### src/rtl/fft_pkg.sv
// Shared definitions for the in-place radix-2 DIT FFT sequencing blocks.
//   - Default transform size and component widths.
//   - Complex-word widths ({re,im} packed, re in the upper half).
//   - Sequencer FSM state encoding.
//   - Twiddle-index helper used by the address generator.
package fft_pkg;

  localparam int FFT_LOG2N           = 10;
  localparam int FFT_N_POINTS        = 1 << FFT_LOG2N;
  localparam int FFT_DATA_WIDTH      = 24;
  localparam int FFT_TWIDDLE_WIDTH   = 24;
  localparam int FFT_BFLY_LATENCY    = 3;
  localparam int FFT_CWORD_WIDTH     = 2 * FFT_DATA_WIDTH;
  localparam int FFT_TW_CWORD_WIDTH  = 2 * FFT_TWIDDLE_WIDTH;

  // Default-size complex words.
  typedef logic [FFT_CWORD_WIDTH-1:0]    fft_cword_t;
  typedef logic [FFT_TW_CWORD_WIDTH-1:0] fft_tw_cword_t;

  typedef enum logic [1:0] {
    ST_IDLE  = 2'd0,
    ST_RUN   = 2'd1,
    ST_DRAIN = 2'd2,
    ST_DONE  = 2'd3
  } fft_state_t;

  // Twiddle ROM index for butterfly position pos within stage s of a
  // 2**log2n-point transform: W^(pos * N / (2*span)).
  function automatic int unsigned fft_twiddle_index(
    input int unsigned pos,
    input int unsigned s,
    input int unsigned log2n
  );
    return pos << (log2n - 1 - s);
  endfunction

endpackage

### src/rtl/fft_stage_sequencer_if.sv
// Bus bundle between the FFT stage sequencer and its data RAM, twiddle ROM
// and butterfly pipeline.
//   master : sequencer side (issues reads, operands and write-backs)
//   slave  : RAM / ROM / butterfly side
// Signals:
//   rd_en, rd_addr_a/b, rd_data_a/b : dual-port RAM read, 1-cycle latency
//   tw_addr, twiddle                : twiddle ROM, 1-cycle latency
//   bf_start, bf_data_a/b, bf_twiddle : operands to the butterfly
//   bf_res_a/b, bf_valid            : results from the butterfly
//   wr_en, wr_addr_a/b, wr_data_a/b : dual-port RAM write-back
interface fft_stage_sequencer_if import fft_pkg::*; #(
  parameter int LOG2N         = FFT_LOG2N,
  parameter int DATA_WIDTH    = FFT_DATA_WIDTH,
  parameter int TWIDDLE_WIDTH = FFT_TWIDDLE_WIDTH
) ();

  logic                         rd_en;
  logic [LOG2N-1:0]             rd_addr_a;
  logic [LOG2N-1:0]             rd_addr_b;
  logic [2*DATA_WIDTH-1:0]      rd_data_a;
  logic [2*DATA_WIDTH-1:0]      rd_data_b;
  logic [LOG2N-2:0]             tw_addr;
  logic [2*TWIDDLE_WIDTH-1:0]   twiddle;

  logic                         bf_start;
  logic [2*DATA_WIDTH-1:0]      bf_data_a;
  logic [2*DATA_WIDTH-1:0]      bf_data_b;
  logic [2*TWIDDLE_WIDTH-1:0]   bf_twiddle;
  logic [2*DATA_WIDTH-1:0]      bf_res_a;
  logic [2*DATA_WIDTH-1:0]      bf_res_b;
  logic                         bf_valid;

  logic                         wr_en;
  logic [LOG2N-1:0]             wr_addr_a;
  logic [LOG2N-1:0]             wr_addr_b;
  logic [2*DATA_WIDTH-1:0]      wr_data_a;
  logic [2*DATA_WIDTH-1:0]      wr_data_b;

  modport master (
    output rd_en, rd_addr_a, rd_addr_b, tw_addr,
    input  rd_data_a, rd_data_b, twiddle,
    output bf_start, bf_data_a, bf_data_b, bf_twiddle,
    input  bf_res_a, bf_res_b, bf_valid,
    output wr_en, wr_addr_a, wr_addr_b, wr_data_a, wr_data_b
  );

  modport slave (
    input  rd_en, rd_addr_a, rd_addr_b, tw_addr,
    output rd_data_a, rd_data_b, twiddle,
    input  bf_start, bf_data_a, bf_data_b, bf_twiddle,
    output bf_res_a, bf_res_b, bf_valid,
    input  wr_en, wr_addr_a, wr_addr_b, wr_data_a, wr_data_b
  );

endinterface

### src/rtl/fft_addr_gen.sv
// Radix-2 DIT butterfly address generator (purely combinational).
// Ports:
//   stage  : stage index s (0 .. LOG2N-1)
//   j      : butterfly index within the stage (0 .. N/2-1)
//   addr_a : upper-leg RAM address
//   addr_b : lower-leg RAM address (addr_a + 2**s)
//   tw     : twiddle ROM index
module fft_addr_gen import fft_pkg::*; #(
  parameter int LOG2N = FFT_LOG2N
) (
  input  logic [$clog2(LOG2N)-1:0] stage,
  input  logic [LOG2N-2:0]         j,
  output logic [LOG2N-1:0]         addr_a,
  output logic [LOG2N-1:0]         addr_b,
  output logic [LOG2N-2:0]         tw
);

  int unsigned      s_int;
  logic [LOG2N-1:0] j_ext;
  logic [LOG2N-1:0] span;
  logic [LOG2N-1:0] pos;
  logic [LOG2N-1:0] grp;

  always_comb begin
    s_int  = 32'(stage);
    j_ext  = {1'b0, j};
    span   = LOG2N'(1) << s_int;
    pos    = j_ext & (span - LOG2N'(1));
    grp    = j_ext >> s_int;
    // Open a one-bit gap at position s so that the pair is (addr_a, addr_a+span).
    addr_a = (grp << (s_int + 1)) | pos;
    addr_b = addr_a + span;
    tw     = (LOG2N-1)'(fft_twiddle_index(32'(pos), s_int, LOG2N));
  end

endmodule

### src/rtl/fft_stage_sequencer.sv
// In-place radix-2 DIT FFT stage sequencer.
// Walks LOG2N stages of N/2 butterflies over an external dual-port RAM:
// issues reads and twiddle lookups, forwards operands to the butterfly
// pipeline, and writes its results back to the same addresses. A stage
// only starts once every write of the previous stage has been issued.
// Ports:
//   clk, reset_n : clock, asynchronous active-low reset
//   i_start      : start pulse, ignored while busy
//   o_busy       : high from start acceptance until completion
//   o_done       : one-cycle completion pulse
//   o_stage      : current stage index
//   o_err        : sticky, butterfly result seen with nothing in flight
//   bus          : RAM / ROM / butterfly bundle (master side)
module fft_stage_sequencer import fft_pkg::*; #(
  parameter int N_POINTS      = FFT_N_POINTS,
  parameter int LOG2N         = FFT_LOG2N,
  parameter int DATA_WIDTH    = FFT_DATA_WIDTH,
  parameter int TWIDDLE_WIDTH = FFT_TWIDDLE_WIDTH,
  parameter int BFLY_LATENCY  = FFT_BFLY_LATENCY
) (
  input  logic                      clk,
  input  logic                      reset_n,
  input  logic                      i_start,
  output logic                      o_busy,
  output logic                      o_done,
  output logic [$clog2(LOG2N)-1:0]  o_stage,
  output logic                      o_err,
  fft_stage_sequencer_if.master     bus
);

  localparam int HALF  = N_POINTS / 2;
  localparam int SW    = $clog2(LOG2N);
  localparam int JW    = LOG2N - 1;
  localparam int DEPTH = 1 + BFLY_LATENCY;
  localparam int CNTW  = $clog2(BFLY_LATENCY + 3);
  localparam int AW2   = 2 * LOG2N;

  fft_state_t       state_reg, state_next;
  logic [SW-1:0]    stage_reg, stage_next;
  logic [JW-1:0]    j_reg, j_next;
  logic [CNTW-1:0]  inflight_reg, inflight_next;

  logic             rd_en;
  logic [LOG2N-1:0] gen_addr_a, gen_addr_b;
  logic [JW-1:0]    gen_tw;

  logic                        bf_start_reg;
  logic                        bf_accept, bf_orphan;
  logic                        wr_en_reg;
  logic [LOG2N-1:0]            wr_addr_a_reg, wr_addr_b_reg;
  logic [2*DATA_WIDTH-1:0]     wr_data_a_reg, wr_data_b_reg;
  logic [2*TWIDDLE_WIDTH-1:0]  twiddle_word;
  logic                        err_reg;

  fft_addr_gen #(.LOG2N(LOG2N)) u_addr_gen (
    .stage  (stage_reg),
    .j      (j_reg),
    .addr_a (gen_addr_a),
    .addr_b (gen_addr_b),
    .tw     (gen_tw)
  );

  // ---------------- FSM ----------------
  always_ff @(posedge clk or negedge reset_n) begin
    if (!reset_n) begin
      state_reg <= ST_IDLE;
      stage_reg <= '0;
      j_reg     <= '0;
    end else begin
      state_reg <= state_next;
      stage_reg <= stage_next;
      j_reg     <= j_next;
    end
  end

  always_comb begin
    state_next = state_reg;
    stage_next = stage_reg;
    j_next     = j_reg;
    case (state_reg)
      ST_IDLE: begin
        if (i_start) begin
          state_next = ST_RUN;
          stage_next = '0;
          j_next     = '0;
        end
      end
      ST_RUN: begin
        if (j_reg == JW'(HALF - 1)) begin
          state_next = ST_DRAIN;
          j_next     = '0;
        end else begin
          j_next = j_reg + JW'(1);
        end
      end
      ST_DRAIN: begin
        // Leave on the cycle of the last write so the next stage's first
        // read lands exactly one cycle later.
        if (inflight_next == '0) begin
          if (stage_reg == SW'(LOG2N - 1)) begin
            state_next = ST_DONE;
          end else begin
            state_next = ST_RUN;
            stage_next = stage_reg + SW'(1);
          end
        end
      end
      ST_DONE: begin
        state_next = ST_IDLE;
        stage_next = '0;
      end
      default: state_next = ST_IDLE;
    endcase
  end

  assign rd_en   = (state_reg == ST_RUN);
  assign o_busy  = (state_reg == ST_RUN) || (state_reg == ST_DRAIN);
  assign o_done  = (state_reg == ST_DONE);
  assign o_stage = stage_reg;

  // ---------------- read / operand issue ----------------
  assign bus.rd_en     = rd_en;
  assign bus.rd_addr_a = rd_en ? gen_addr_a : '0;
  assign bus.rd_addr_b = rd_en ? gen_addr_b : '0;
  assign bus.tw_addr   = rd_en ? gen_tw     : '0;

  // RAM and ROM data arrive one cycle after the read, aligned with bf_start.
  assign twiddle_word   = bus.twiddle;
  assign bus.bf_start   = bf_start_reg;
  assign bus.bf_data_a  = bus.rd_data_a;
  assign bus.bf_data_b  = bus.rd_data_b;
  assign bus.bf_twiddle = twiddle_word;

  // ---------------- in-flight accounting ----------------
  always_comb begin
    inflight_next = inflight_reg;
    case ({rd_en, wr_en_reg})
      2'b10:   inflight_next = inflight_reg + CNTW'(1);
      2'b01:   inflight_next = inflight_reg - CNTW'(1);
      default: inflight_next = inflight_reg;
    endcase
  end

  always_ff @(posedge clk or negedge reset_n) begin
    if (!reset_n) inflight_reg <= '0;
    else          inflight_reg <= inflight_next;
  end

  // ---------------- address delay line ----------------
  // Carries {addr_a, addr_b} from read issue to the butterfly valid cycle.
  for (genvar gi = 0; gi < DEPTH; gi++) begin : g_dly
    logic [AW2-1:0] q;
    logic [AW2-1:0] d;
    if (gi == 0) begin : g_src
      assign d = {bus.rd_addr_a, bus.rd_addr_b};
    end else begin : g_tap
      assign d = g_dly[gi-1].q;
    end
    always_ff @(posedge clk or negedge reset_n) begin
      if (!reset_n) q <= '0;
      else          q <= d;
    end
  end

  // ---------------- write-back ----------------
  // A result with nothing outstanding cannot belong to any read; drop it.
  assign bf_accept = bus.bf_valid && (inflight_reg != '0);
  assign bf_orphan = bus.bf_valid && (inflight_reg == '0);

  always_ff @(posedge clk or negedge reset_n) begin
    if (!reset_n) begin
      bf_start_reg  <= 1'b0;
      wr_en_reg     <= 1'b0;
      wr_addr_a_reg <= '0;
      wr_addr_b_reg <= '0;
      wr_data_a_reg <= '0;
      wr_data_b_reg <= '0;
      err_reg       <= 1'b0;
    end else begin
      bf_start_reg <= rd_en;
      wr_en_reg    <= bf_accept;
      if (bf_accept) begin
        {wr_addr_a_reg, wr_addr_b_reg} <= g_dly[DEPTH-1].q;
        wr_data_a_reg <= bus.bf_res_a;
        wr_data_b_reg <= bus.bf_res_b;
      end
      if (bf_orphan) err_reg <= 1'b1;
    end
  end

  assign bus.wr_en     = wr_en_reg;
  assign bus.wr_addr_a = wr_addr_a_reg;
  assign bus.wr_addr_b = wr_addr_b_reg;
  assign bus.wr_data_a = wr_data_a_reg;
  assign bus.wr_data_b = wr_data_b_reg;
  assign o_err         = err_reg;

endmodule
### src/flat_wrapper.sv
// flat-port wrapper written by rule: the top's interface ports become plain ports
module fft_stage_sequencer_flat import fft_pkg::*;
#(
  parameter int N_POINTS      = FFT_N_POINTS,
  parameter int LOG2N         = FFT_LOG2N,
  parameter int DATA_WIDTH    = FFT_DATA_WIDTH,
  parameter int TWIDDLE_WIDTH = FFT_TWIDDLE_WIDTH,
  parameter int BFLY_LATENCY  = FFT_BFLY_LATENCY
)
  (clk, reset_n, i_start, o_busy, o_done, o_stage, o_err, bus_rd_en, bus_rd_addr_a, bus_rd_addr_b, bus_tw_addr, bus_rd_data_a, bus_rd_data_b, bus_twiddle, bus_bf_start, bus_bf_data_a, bus_bf_data_b, bus_bf_twiddle, bus_bf_res_a, bus_bf_res_b, bus_bf_valid, bus_wr_en, bus_wr_addr_a, bus_wr_addr_b, bus_wr_data_a, bus_wr_data_b);
  fft_stage_sequencer_if #(.LOG2N(LOG2N), .DATA_WIDTH(DATA_WIDTH), .TWIDDLE_WIDTH(TWIDDLE_WIDTH)) bus_i ();
  input  logic clk;
  input  logic reset_n;
  input  logic i_start;
  output logic o_busy;
  output logic o_done;
  output logic [$clog2(LOG2N)-1:0] o_stage;
  output logic o_err;
  output wire logic [$bits(bus_i.rd_en)-1:0] bus_rd_en;
  output wire logic [$bits(bus_i.rd_addr_a)-1:0] bus_rd_addr_a;
  output wire logic [$bits(bus_i.rd_addr_b)-1:0] bus_rd_addr_b;
  output wire logic [$bits(bus_i.tw_addr)-1:0] bus_tw_addr;
  input wire logic [$bits(bus_i.rd_data_a)-1:0] bus_rd_data_a;
  input wire logic [$bits(bus_i.rd_data_b)-1:0] bus_rd_data_b;
  input wire logic [$bits(bus_i.twiddle)-1:0] bus_twiddle;
  output wire logic [$bits(bus_i.bf_start)-1:0] bus_bf_start;
  output wire logic [$bits(bus_i.bf_data_a)-1:0] bus_bf_data_a;
  output wire logic [$bits(bus_i.bf_data_b)-1:0] bus_bf_data_b;
  output wire logic [$bits(bus_i.bf_twiddle)-1:0] bus_bf_twiddle;
  input wire logic [$bits(bus_i.bf_res_a)-1:0] bus_bf_res_a;
  input wire logic [$bits(bus_i.bf_res_b)-1:0] bus_bf_res_b;
  input wire logic [$bits(bus_i.bf_valid)-1:0] bus_bf_valid;
  output wire logic [$bits(bus_i.wr_en)-1:0] bus_wr_en;
  output wire logic [$bits(bus_i.wr_addr_a)-1:0] bus_wr_addr_a;
  output wire logic [$bits(bus_i.wr_addr_b)-1:0] bus_wr_addr_b;
  output wire logic [$bits(bus_i.wr_data_a)-1:0] bus_wr_data_a;
  output wire logic [$bits(bus_i.wr_data_b)-1:0] bus_wr_data_b;
  assign bus_rd_en = bus_i.rd_en;
  assign bus_rd_addr_a = bus_i.rd_addr_a;
  assign bus_rd_addr_b = bus_i.rd_addr_b;
  assign bus_tw_addr = bus_i.tw_addr;
  assign bus_i.rd_data_a = bus_rd_data_a;
  assign bus_i.rd_data_b = bus_rd_data_b;
  assign bus_i.twiddle = bus_twiddle;
  assign bus_bf_start = bus_i.bf_start;
  assign bus_bf_data_a = bus_i.bf_data_a;
  assign bus_bf_data_b = bus_i.bf_data_b;
  assign bus_bf_twiddle = bus_i.bf_twiddle;
  assign bus_i.bf_res_a = bus_bf_res_a;
  assign bus_i.bf_res_b = bus_bf_res_b;
  assign bus_i.bf_valid = bus_bf_valid;
  assign bus_wr_en = bus_i.wr_en;
  assign bus_wr_addr_a = bus_i.wr_addr_a;
  assign bus_wr_addr_b = bus_i.wr_addr_b;
  assign bus_wr_data_a = bus_i.wr_data_a;
  assign bus_wr_data_b = bus_i.wr_data_b;
  fft_stage_sequencer #(.N_POINTS(N_POINTS), .LOG2N(LOG2N), .DATA_WIDTH(DATA_WIDTH), .TWIDDLE_WIDTH(TWIDDLE_WIDTH), .BFLY_LATENCY(BFLY_LATENCY)) u_core (.clk(clk), .reset_n(reset_n), .i_start(i_start), .o_busy(o_busy), .o_done(o_done), .o_stage(o_stage), .o_err(o_err), .bus(bus_i));
endmodule
### config.mk
export PLATFORM = sky130hd
export DESIGN_NAME = fft_stage_sequencer_flat
export DESIGN_NICKNAME = d
export VERILOG_FILES = /design/src/rtl/fft_pkg.sv /design/src/rtl/fft_stage_sequencer_if.sv /design/src/rtl/fft_addr_gen.sv /design/src/rtl/fft_stage_sequencer.sv /design/src/flat_wrapper.sv
export SDC_FILE = /design/constraint.sdc
export NUM_CORES = 1
export LEC_CHECK = 0
export CORE_AREA = 2 2 214 216
export DETAILED_ROUTE_END_ITERATION = 10
export DIE_AREA = 0 0 216 218
export GPL_TIMING_DRIVEN = 1
export PLACE_DENSITY = 0.56
export RECOVER_POWER = 25
export SETUP_SLACK_MARGIN = 0.15
export SLEW_MARGIN = 10
export SYNTH_ARGS = -nofsm -noshare
export SYNTH_HDL_FRONTEND = slang
export SYNTH_SLANG_ARGS = --single-unit
### constraint.sdc
create_clock -name clk -period 6.1 [get_ports clk]
set_clock_uncertainty 0.15 [all_clocks]
set_input_delay 0.61 -clock clk [delete_from_list [all_inputs] [get_ports clk]]
set_output_delay 0.61 -clock clk [all_outputs]
set_load 0.02 [all_outputs]
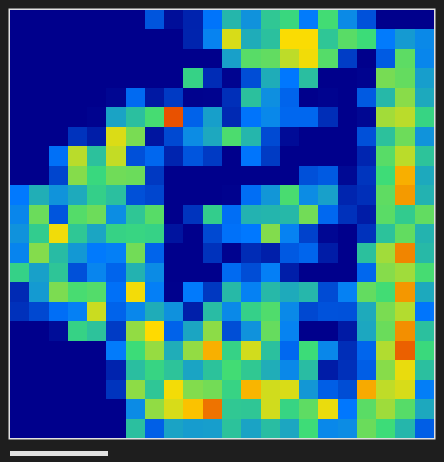
(run_1/cell_density.png)
Scale bar: 50 microns. 22 x 22 tiles, from dark blue (low) to red (high), 0 to 100% covered.
densest ninth of the die: bottom middle
fullest tile: 91%
tiles over 75% full: 2.7%
mean over tiles: 27%
emptiest ninth of the die: top left
nearly empty tiles: 28%
core footprint: 44900 sq um
FP Core Util: 23.8%
Layout Utilization: 30.5%

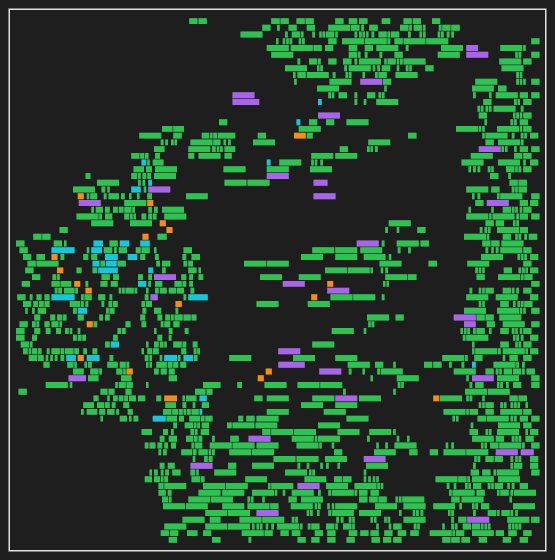
(run_1/sizes.png)
| size | color | cells | share |
|---|---|---|---|
| _0 and _1 cells | green | 1191 | 93% |
| _2 cells | cyan | 30 | 2.4% |
| _3 and _4 cells | orange | 20 | 1.6% |
| _6 and larger | purple | 34 | 2.7% |
number of non-clock buffers in the layout: 272
final setup margin: 601 ps

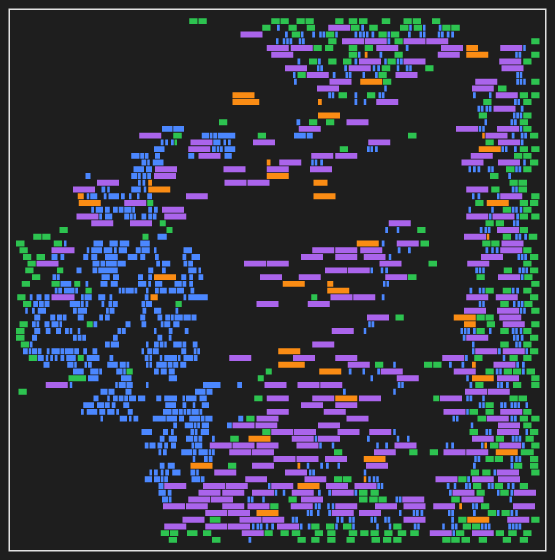
(run_1/placement_by_type.png)
| class | color | cells | share of their area |
|---|---|---|---|
| sequential cells | purple | 217 | 42% |
| remaining buffers and delay cells | green | 272 | 21% |
| combinational and other logic | blue | 741 | 31% |
| clock drivers and dummy loads | orange | 45 | 6.4% |
flop share of the area: 39.7%
cell row count: 78

==> results.ini, run 1 <==
[power_and_ir_drop]
power_frac_seq_pct=38.7
p_per_area_nw_per_um2=352
powerSeq_uw=1860
power.total_uw=4810
combPwrFrac_pct=30.2
leakage_uw=0.00623
power_leader=registers
power.switching_uw=1560
pg_comb_uw=1460
vdd_drop_max_v=0.000199

[setup_path]
cp-start-kind=flip-flop
crit_slowest_cell=clkdlybuf4s50_1
r2r-end=u_core.g_dly[0].q[9]
crit_buf_inv=3
worstPathArrival_ps=4740
critPathCapture=bus_rd_addr_b[6]
cp.required_ps=5340
critPathMaxStageDelay_ps=560
r2r.worst_path.cells=15

[worst_hold_path]
min_from=u_core.g_dly[2].q[17]
worstHoldEndpoint=u_core.g_dly[3].q[17]

[global_routing]
grt_pass1_vias=7925
use_met1_pct=16.7
top_usage_layer=met2
met2_usage_pct=20.6
grtUsageMet3_pct=5.56

[cells_and_area]
biggestCellCategory=sequential cells
flop_area_sq_um=5430
fin_nets=1530
area_growth_syn_to_layout_pct=28.1
buffer_area_share_pct=19.7
n_clock_buffer=35
drive_above_1_share_pct=6.59
fillCellCount=4686
largest_reg_flops=80
diodes=0

[route]
dr.pass1.iters=6
highest_layer=met5
drt_iter0_drc=620
route.detailed.drc=0

[placement]
hpwl_mm=23.2
place_inst=1828
place_area_sq_um=12800

[yosys]
mux_area_share_pct=2.87
netlist_area_sq_um=10700
ys_warn_count=0
yosys_area_sq_um=10700
ys_sh_simple_pct=20.9
yosysCellCount=1157
synth-main-ff-cell=dfrtp_1
ys_types=72
ys_sh_aoi_pct=7.55
topCombFamilyByArea=simple AND/OR/NAND/NOR gates
area_leaders=dfrtp_1, nand2_1, buf_4
ys_ff=217
fp_nets=1429
ys_sh_adder_pct=3.42
avgSynthCellArea_sq_um=9.23

[outcome]
status=completed

[cts]
cts.clk_slew.worst_paths_ps=60
cts.sinks=217
cts_tree=done
cts_htree_levels=1

[sta]
worst_hold_slack_ps=194
worstMarginPinSlew_ps=1290
relSlewSlack_pct=13.8
fmax_mhz=182
fin_crit_sh_pct=90.2

[die]
die_area_sq_um=47100
die_h_microns=218

run 1: cells by family (layout without fill, tap and decap cells):
family                     after synthesis  in the layout
AOI/OAI and AO/OA                      116            116
xor gates and xnor gates                16             16
adders and majority gates               28             28
buffers and inverters                  222            340
DFF                                    217            217
muxes                                   27             27
and+or+nand+nor                        531            531
run 1: Yosys cell counts (all sizes together), types with 4 or more instances:
library cell	count
nor2	34
nor3	20
o21ai	22
mux2i	16
xnor2	8
dfrtp	217
o22ai	10
a21o	6
o21a	4
or3	7
inv	22
o211ai	4
ha	26
o31ai	5
nand2	397
and2	16
clkbuf	44
and3	5
nand3	9
nor2b	8
a32o	5
buf	155
a31oi	7
nand4	8
mux2	9
nand2b	10
xor2	8
a21oi	25
run 1: placed cells by master, fill, tap and decap left out, types with 8 or more instances in the layout:
cell type / netlist / routed
clkbuf_16: 0 / 26
xnor2_1: 8 / 8
nor3_1: 20 / 19
inv_1: 20 / 19
ha_1: 26 / 24
mux2_2: 8 / 8
xor2_1: 8 / 8
mux2i_1: 16 / 16
clkbuf_1: 44 / 8
clkdlybuf4s50_1: 0 / 251
nand2_1: 397 / 397
a21oi_1: 25 / 24
nor2b_1: 8 / 8
nand2b_1: 10 / 9
buf_4: 145 / 15
nand3_1: 9 / 9
nor2_1: 34 / 34
o22ai_1: 9 / 8
o21ai_0: 17 / 17
nand4_1: 8 / 8
dfrtp_1: 217 / 215
and2_1: 16 / 16
run 1: repair_timing:
action | 4_1_cts | 5_1_grt
cloned | 0 | 0
hold endpoints to repair | 96 | 0
buffers inserted | 1 | 0
resized | 1 | 9
endpoints found under the setup margin | 1 | 4
hold buffers | 1 | 0
pin swaps | 1 | 0
==> run_1/metal_density.png <==
Scale bar: 50 microns. 22 x 22 tiles, from dark blue (low) to red (high), scaled to the fullest tile. Values are wire area over tile area, all layers added.
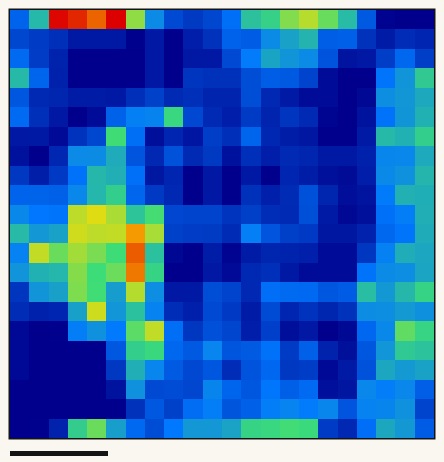

==> run 2: changes to the inputs <==
- CORE_AREA: 2 2 214 216 -> 2 2 211 213
- DIE_AREA: 0 0 216 218 -> 0 0 213 215
- DONT_BUFFER_PORTS: not set -> 1
- PLACE_DENSITY: 0.56 -> 0.41
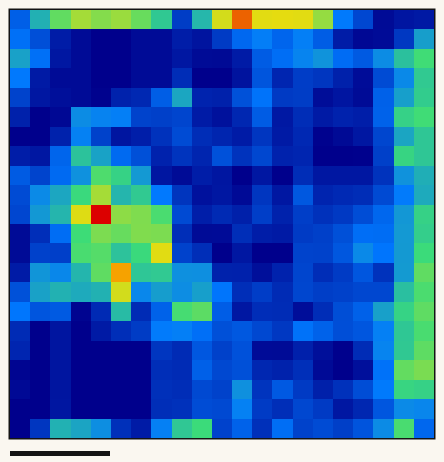
(run_2/metal_density.png)
Scale bar: 50 microns. 21 x 22 tiles, from dark blue (low) to red (high), scaled to the fullest tile. Values are wire area over tile area, all layers added.
emptiest ninth of the die: bottom left
nearly empty tiles: 12%
fullest tile: 0.63
tiles over half the peak: 8.9%
DRT Wirelength: 31.1 mm
all-layer global routing usage: 13.0%
routed via count: 7221
routed len/inst: 19.3 microns

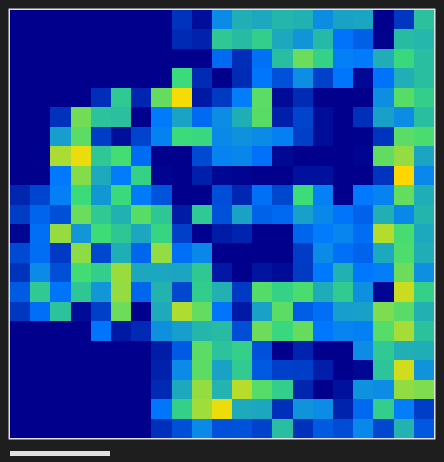
(run_2/cell_density.png)
Scale bar: 50 microns. 21 x 22 tiles, from dark blue (low) to red (high), 0 to 100% covered.
emptiest ninth of the die: bottom left
nearly empty tiles: 28%
fullest tile: 76%
mean over tiles: 23%
tiles over 75% full: 0.20%
FP Core Util: 24.5%
core footprint: 43600 sq um
Layout Utilization: 25.7%

==> run 2 against run 1 <==
  * The flow now finishes with violations (max-capacitance violations, max-slew violations)
  * Global-route usage decreased by 0.16 points
  * First-iteration DRC count decreased by 17%
  * Critical path depth decreased by 2
  * Sequential share of layout area increased by 8.7 points
  * Setup slack got worse by 52 ps
  * Fmax decreased by 0.93%
  * Synthesized cell count unchanged
  * Final cell count decreased by 14%
  * Clock-buffer cell count increased by 2
  * Area after synthesis unchanged
  * Die size decreased by 2.7%
  * Critical endpoint is now bus_rd_addr_b[9]
==> results.ini, run 2 <==
[outcome]
status=complete, but fails checks
violations=max-capacitance violations, max-slew violations

[cells_and_area]
mostFrequentLayoutCell=nand2_1
drive_above_1_share_pct=8.01
fin_nets=1280
diodes=0
final_cell_count_no_fill=1616
final_cell_mix=nand2_1, dfrtp_1, nor2_1, clkbuf_16, ha_1
final_cell_area_sq_um=11200
area_growth_syn_to_layout_pct=4.97
largest_reg_flops=80
fillCellCount=4703

[route]
route.detailed.drc=0
drt_iter0_drc=515
dr.pass1.iters=5

[cts]
cts_buffers=26
cts_root_buf=clkbuf_16
cts.clk_slew.worst_paths_ps=60
cts.sinks=217
clkLatencyLatePin_ps=530
cts_tree=done
cts_htree_levels=1

[sta]
fmax_mhz=180
drv_slew=67
hold_viol=0
fin_crit_sh_pct=91.0
layout_setup_ws_ps=549
worst_hold_slack_ps=37.8
relSlewSlack_pct=-138
period_needed_ps=5550
worstMarginPinSlew_ps=3580
setup_viol=0

[yosys]
yosys.area.top_type=dfrtp_1
yosys_area_sq_um=10700
fp_nets=1429
mux_area_share_pct=2.87
topCombFamilyByArea=simple AND/OR/NAND/NOR gates
netlist_area_sq_um=10700
ys_types=72
top_cell_area_share_pct=50.8
ys_sh_simple_pct=20.9
common_cells=nand2_1, dfrtp_1, buf_4
area_leaders=dfrtp_1, nand2_1, buf_4
avgSynthCellArea_sq_um=9.23
ys_sh_adder_pct=3.42
yosysCellCount=1157
ys_sh_aoi_pct=7.55
ys_ff=217
ys_sh_xor_pct=1.31
ys_warn_count=0
synth-main-ff-cell=dfrtp_1
synth-edff-count=0
synth.most_common_cell=nand2_1

[global_routing]
grt_pass1_vias=7231
grt_overflow_total=0

[power_and_ir_drop]
leakage_uw=0.00527
power.switching_uw=1510
power.share.clock_pct=36.6
power_frac_seq_pct=52.4
power_leader=registers
pg_comb_uw=476
combPwrFrac_pct=11.0
p_per_area_nw_per_um2=387
swShare_pct=34.8
powerSeq_uw=2280
vdd_drop_max_v=0.000175
power.total_uw=4340

[placement]
hpwl_mm=22.1
place_inst=1564
place_area_sq_um=10200
portBuffers=0
gp_congestion=0.840

[setup_path]
criticalPathCategory=reg2out
crit_buf_inv=2
worstPathArrival_ps=4790
path_cells=buf_4, clkinvlp_4, ha_1, nor3_1, a21oi_1, o21ai_1, mux2_2, a21o_1, ha_1, nand4_1, nor3_1, mux2i_1, a2111o_1, o21ai_1
crit_slowest_cell=ha_1
critPathMaxStageDelay_ps=870
cp.required_ps=5340
cp-start-kind=flip-flop

[die]
die_w_microns=213
die_area_sq_um=45800
pin_count=543
die_h_microns=215
rows=77

[flow_run]
maxCapViolCount=1

[worst_hold_path]
hold_path_class=in2reg
min_from=bus_bf_res_b[43]

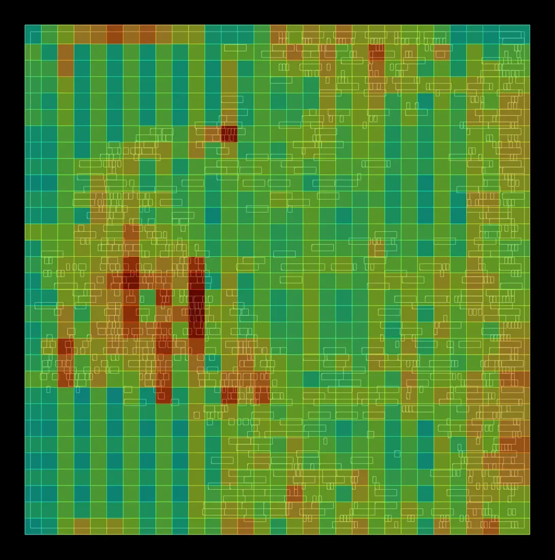
(run_2/congestion.png)
GR met1 Demand/Resource: 15.3%
GR peak layer: met2
routing usage on met3: 7.48%

run 2: cell counts after synthesis:
No cell type changed its count.
run 2: repair_timing:
action | 4_1_cts | 5_1_grt
endpoints found under the setup margin | 0 | 3
hold buffers | 5 | 1
hold endpoints to repair | 221 | 66
resized | 0 | 3
buffers inserted | 0 | 1
run 2: final cells by class:
cell class              instances  area (sq um)  area share, %
multi-input cells             718          3860           34.5
repair buffers                 22           206           1.84
well taps                     592           741           6.61
inverters                      23          92.6          0.826
clock inverters                 7          91.3          0.815
clock buffers                  37           783           6.99
flip-flops and latches        217          5430           48.5
run 2: final timing paths:
| kind | cells past startpoint | slack, ps | end |
|---|---|---|---|
| max reg2reg | 15 | 1470 | u_core.g_dly[0].q[6] |
| min | 2 | 40 | u_core.bus.wr_data_b[43] |
| max | 14 | 550 | bus_rd_addr_b[9] |
| min reg2reg | 0 | 190 | u_core.g_dly[3].q[2] |
| min in group asynchronous | 2 | 1750 | u_core.bus.wr_addr_b[2] |
| max in group asynchronous | 3 | 2040 | u_core.o_stage[0] |
run 2: routing by layer:
| metal | vias up | part of all wire (%) | track usage [%] | wire (microns) |
|---|---|---|---|---|
| met2 | 437 | 44 | 19.8 | 13600 |
| met1 | 3399 | 39 | 15.3 | 12000 |
| met5 | - | 0.26 | 1.94 | 80 |
| li1 | 3322 | - | - | - |
| met4 | 4 | 2.2 | 3.71 | 698 |
| met3 | 59 | 15 | 7.48 | 4720 |
run 2: cells by family after synthesis:
family,Yosys count
flip-flops,217
multiplexers,27
buffers and inverters,222
XOR/XNOR,16
AND/OR/NAND/NOR,531
adder cells (fa/ha/maj),28
AND-OR/OR-AND,116
==> run_2/sizes.png <==
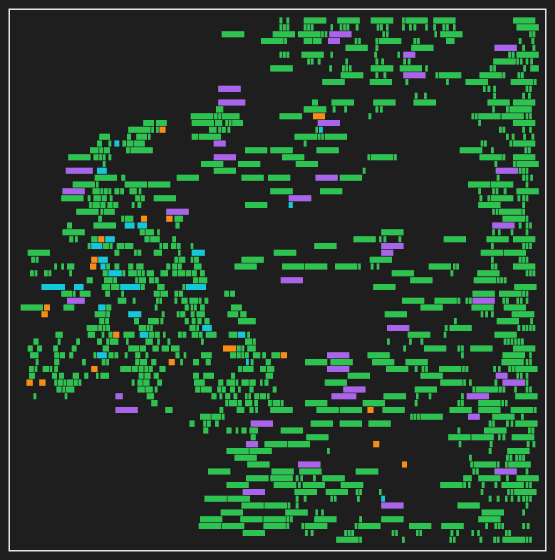

==> run 3: changes to the inputs <==
- CTS_CLUSTER_DIAMETER: not set -> 60
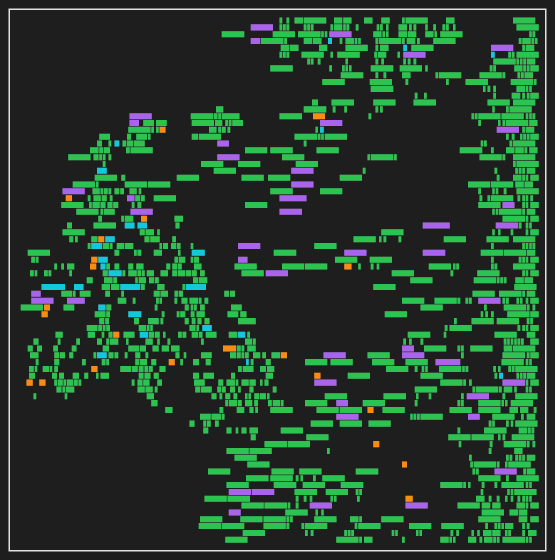
(run_3/sizes.png)
| size | color | cells | share |
|---|---|---|---|
| _3 and _4 cells | orange | 22 | 2.0% |
| _6 and larger | purple | 46 | 4.1% |
| _2 cells | cyan | 26 | 2.3% |
| _0 and _1 cells | green | 1023 | 92% |
number of non-clock buffers in the layout: 103
final setup margin: 555 ps
Layout area overhead: 14.2%
post-route cell area: 12200 sq um

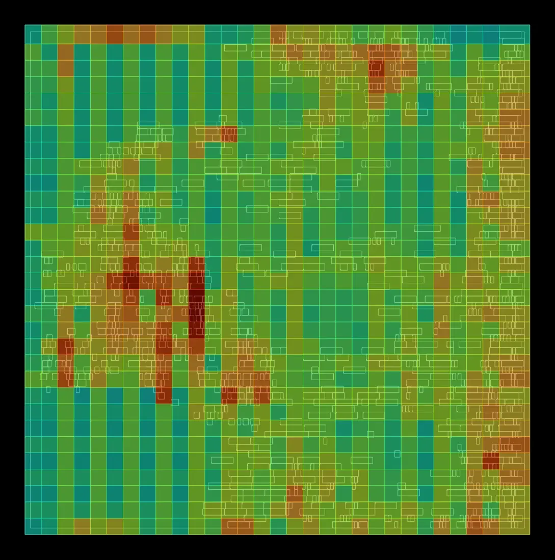
(run_3/congestion.png)
routed len/inst: 18.6 microns
routing usage on met3: 7.58%
GR Layer Usage met2: 20.7%
Layout Utilization: 27.9%

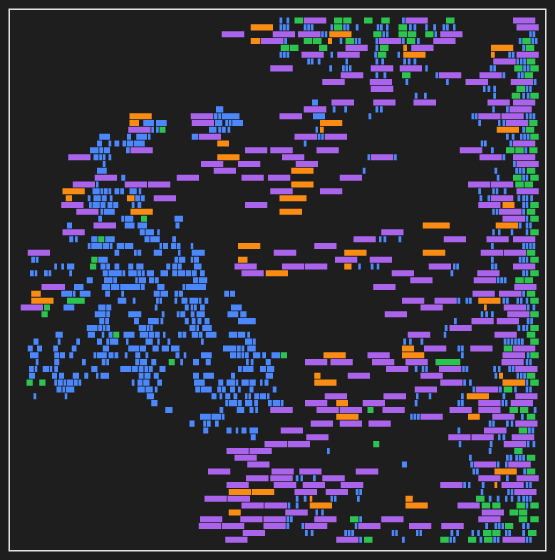
(run_3/placement_by_type.png)
| class | color | cells | share of their area |
|---|---|---|---|
| combinational and other logic | blue | 741 | 35% |
| clock drivers and dummy loads | orange | 56 | 9.1% |
| sequential cells | purple | 217 | 47% |
| remaining buffers and delay cells | green | 103 | 8.9% |
flop share of the area: 44.5%
cell row count: 77

==> run 3 against run 2 <==
  * The run still ends with max-capacitance violations, max-slew violations left
  * Area after synthesis stayed put
  * Power is 5.8% higher
  * Synthesized cell count stayed put
  * Critical endpoint unchanged
==> results.ini, run 3 <==
[cts]
cts_buffers=30
clkLatencyLatePin_ps=550
cts_tree=done
cts_htree_levels=1
cts.sinks=217
cts.clk_slew.worst_paths_ps=50
cts_root_buf=clkbuf_16

[sta]
drv_slew=89
fmax_mhz=180
period_needed_ps=5540
hold_viol=0
worst_hold_slack_ps=39.6
setup_viol=0
setup_tns_ps=0
fin_crit_sh_pct=90.9

[yosys]
yosysCellCount=1157
ys_warn_count=0
ys_types=72
netlist_area_sq_um=10700
synth-main-ff-cell=dfrtp_1
common_cells=nand2_1, dfrtp_1, buf_4
area_leaders=dfrtp_1, nand2_1, buf_4
top_cell_area_share_pct=50.8
yosys.area.top_type=dfrtp_1
yosys_area_sq_um=10700
ys_ff=217
fp_nets=1429
avgSynthCellArea_sq_um=9.23
synth-edff-count=0

[worst_hold_path]
min_from=bus_bf_res_a[25]
timing.hold.worst_path_depth=2
hold_path_class=in2reg
worstHoldEndpoint=u_core.bus.wr_data_a[25]

[setup_path]
crit_buf_inv=2
cp-start-kind=flip-flop
r2r.worst_path.cells=15
criticalPathCategory=reg2out
r2r-end=u_core.g_dly[0].q[6]
crit_slowest_cell=ha_1
path_cells=buf_4, clkinvlp_4, ha_1, nand2_1, ha_1, nand2_1, o311ai_0, a21boi_1, a21o_1, ha_1, nand4_1, nor3_1, mux2i_1, a2111o_1, o21ai_1
critPathMaxStageDelay_ps=460
cp.required_ps=5340
worstPathArrival_ps=4780
regToRegSetupSlack_ps=1530

[die]
die_area_sq_um=45800
die_h_microns=215
coreArea_sq_um=43600
die_w_microns=213
fp_util_pct=24.5

[route]
routed-wl-met3_mm=4.47
viasPerCell=4.40
drt_iter0_drc=553
via_count=7518
wl_met2_mm=14.0
dr.pass1.iters=5
highest_layer=met5

[placement]
place_area_sq_um=10200
place_inst=1564
portBuffers=0
gp_congestion=0.840
hpwl_mm=22.1

[cells_and_area]
final_cell_mix=nand2_1, dfrtp_1, dlygate4sd3_1, nor2_1, clkbuf_16
fin_nets=1365
final_cell_count_no_fill=1709
largest_reg_flops=80
mostFrequentLayoutCell=nand2_1
drive_above_1_share_pct=8.42

[global_routing]
grt_pass1_vias=7598
grt_usage_pct=13.3

[power_and_ir_drop]
power_frac_seq_pct=49.6
swShare_pct=34.9
vdd_drop_max_v=0.000202
power.switching_uw=1600
power.total_uw=4590
p_per_area_nw_per_um2=377
leakage_uw=0.00570
combPwrFrac_pct=11.4

[outcome]
status=complete, but fails checks
violations=max-capacitance violations, max-slew violations

[flow_run]
maxCapViolCount=1

run 3: cell type report:
cell class / instances / area [sq um]
fill: 4625 / 31500
sequential: 217 / 5430
multi-input combinational: 718 / 3860
timing repair buffer: 103 / 1020
clock buffer: 40 / 870
tap: 592 / 741
clock inverter: 16 / 171
inverter: 23 / 92.6
run 3: cell families (layout without fill, tap and decap cells):
group / count (synthesis) / in the layout / synth area share, %
AND-OR/OR-AND: 116 / 116 / 7.55
adder cells (fa/ha/maj): 28 / 28 / 3.42
XOR/XNOR: 16 / 16 / 1.31
buffers and inverters: 222 / 182 / 13.1
flip-flops: 217 / 217 / 50.8
multiplexers: 27 / 27 / 2.87
AND/OR/NAND/NOR: 531 / 531 / 20.9
run 3: how the worst max path moves through the flow:
stage / end / slack [ps] / depth (start not counted)
after CTS: bus_rd_addr_b[5] / 370 / 15
after floorplan: bus_rd_addr_b[9] / 1160 / 17
after global routing: bus_rd_addr_b[7] / 160 / 13
after detailed placement: bus_rd_addr_b[5] / 990 / 15
final: bus_rd_addr_b[9] / 560 / 15
after global placement: bus_rd_addr_b[9] / 1070 / 14
run 3: power by group through the flow:
stage	Sequential (uW)	Clock (uW)	Combinational, uW
after global routing	2330	1920	614
after floorplan	2220	0	494
after detailed placement	2310	0	457
after CTS	2290	1860	537
final	2280	1790	524
after global placement	2310	0	445
run 3: timing repair:
| item | CTS | global route |
|---|---|---|
| hold buffers | 86 | 1 |
| gates resized | 0 | 3 |
| buffers inserted | 0 | 1 |
| setup endpoints to repair | 0 | 3 |
| hold endpoints to repair | 302 | 88 |
run 3: metal layers:
layer / up-vias / GRT usage [%]
met5: - / 1.29
met4: 2 / 3.68
met3: 51 / 7.58
met2: 412 / 20.7
met1: 3559 / 15.4
li1: 3494 / -
Power figures rest on the tool's default switching activity, not on a simulated workload.
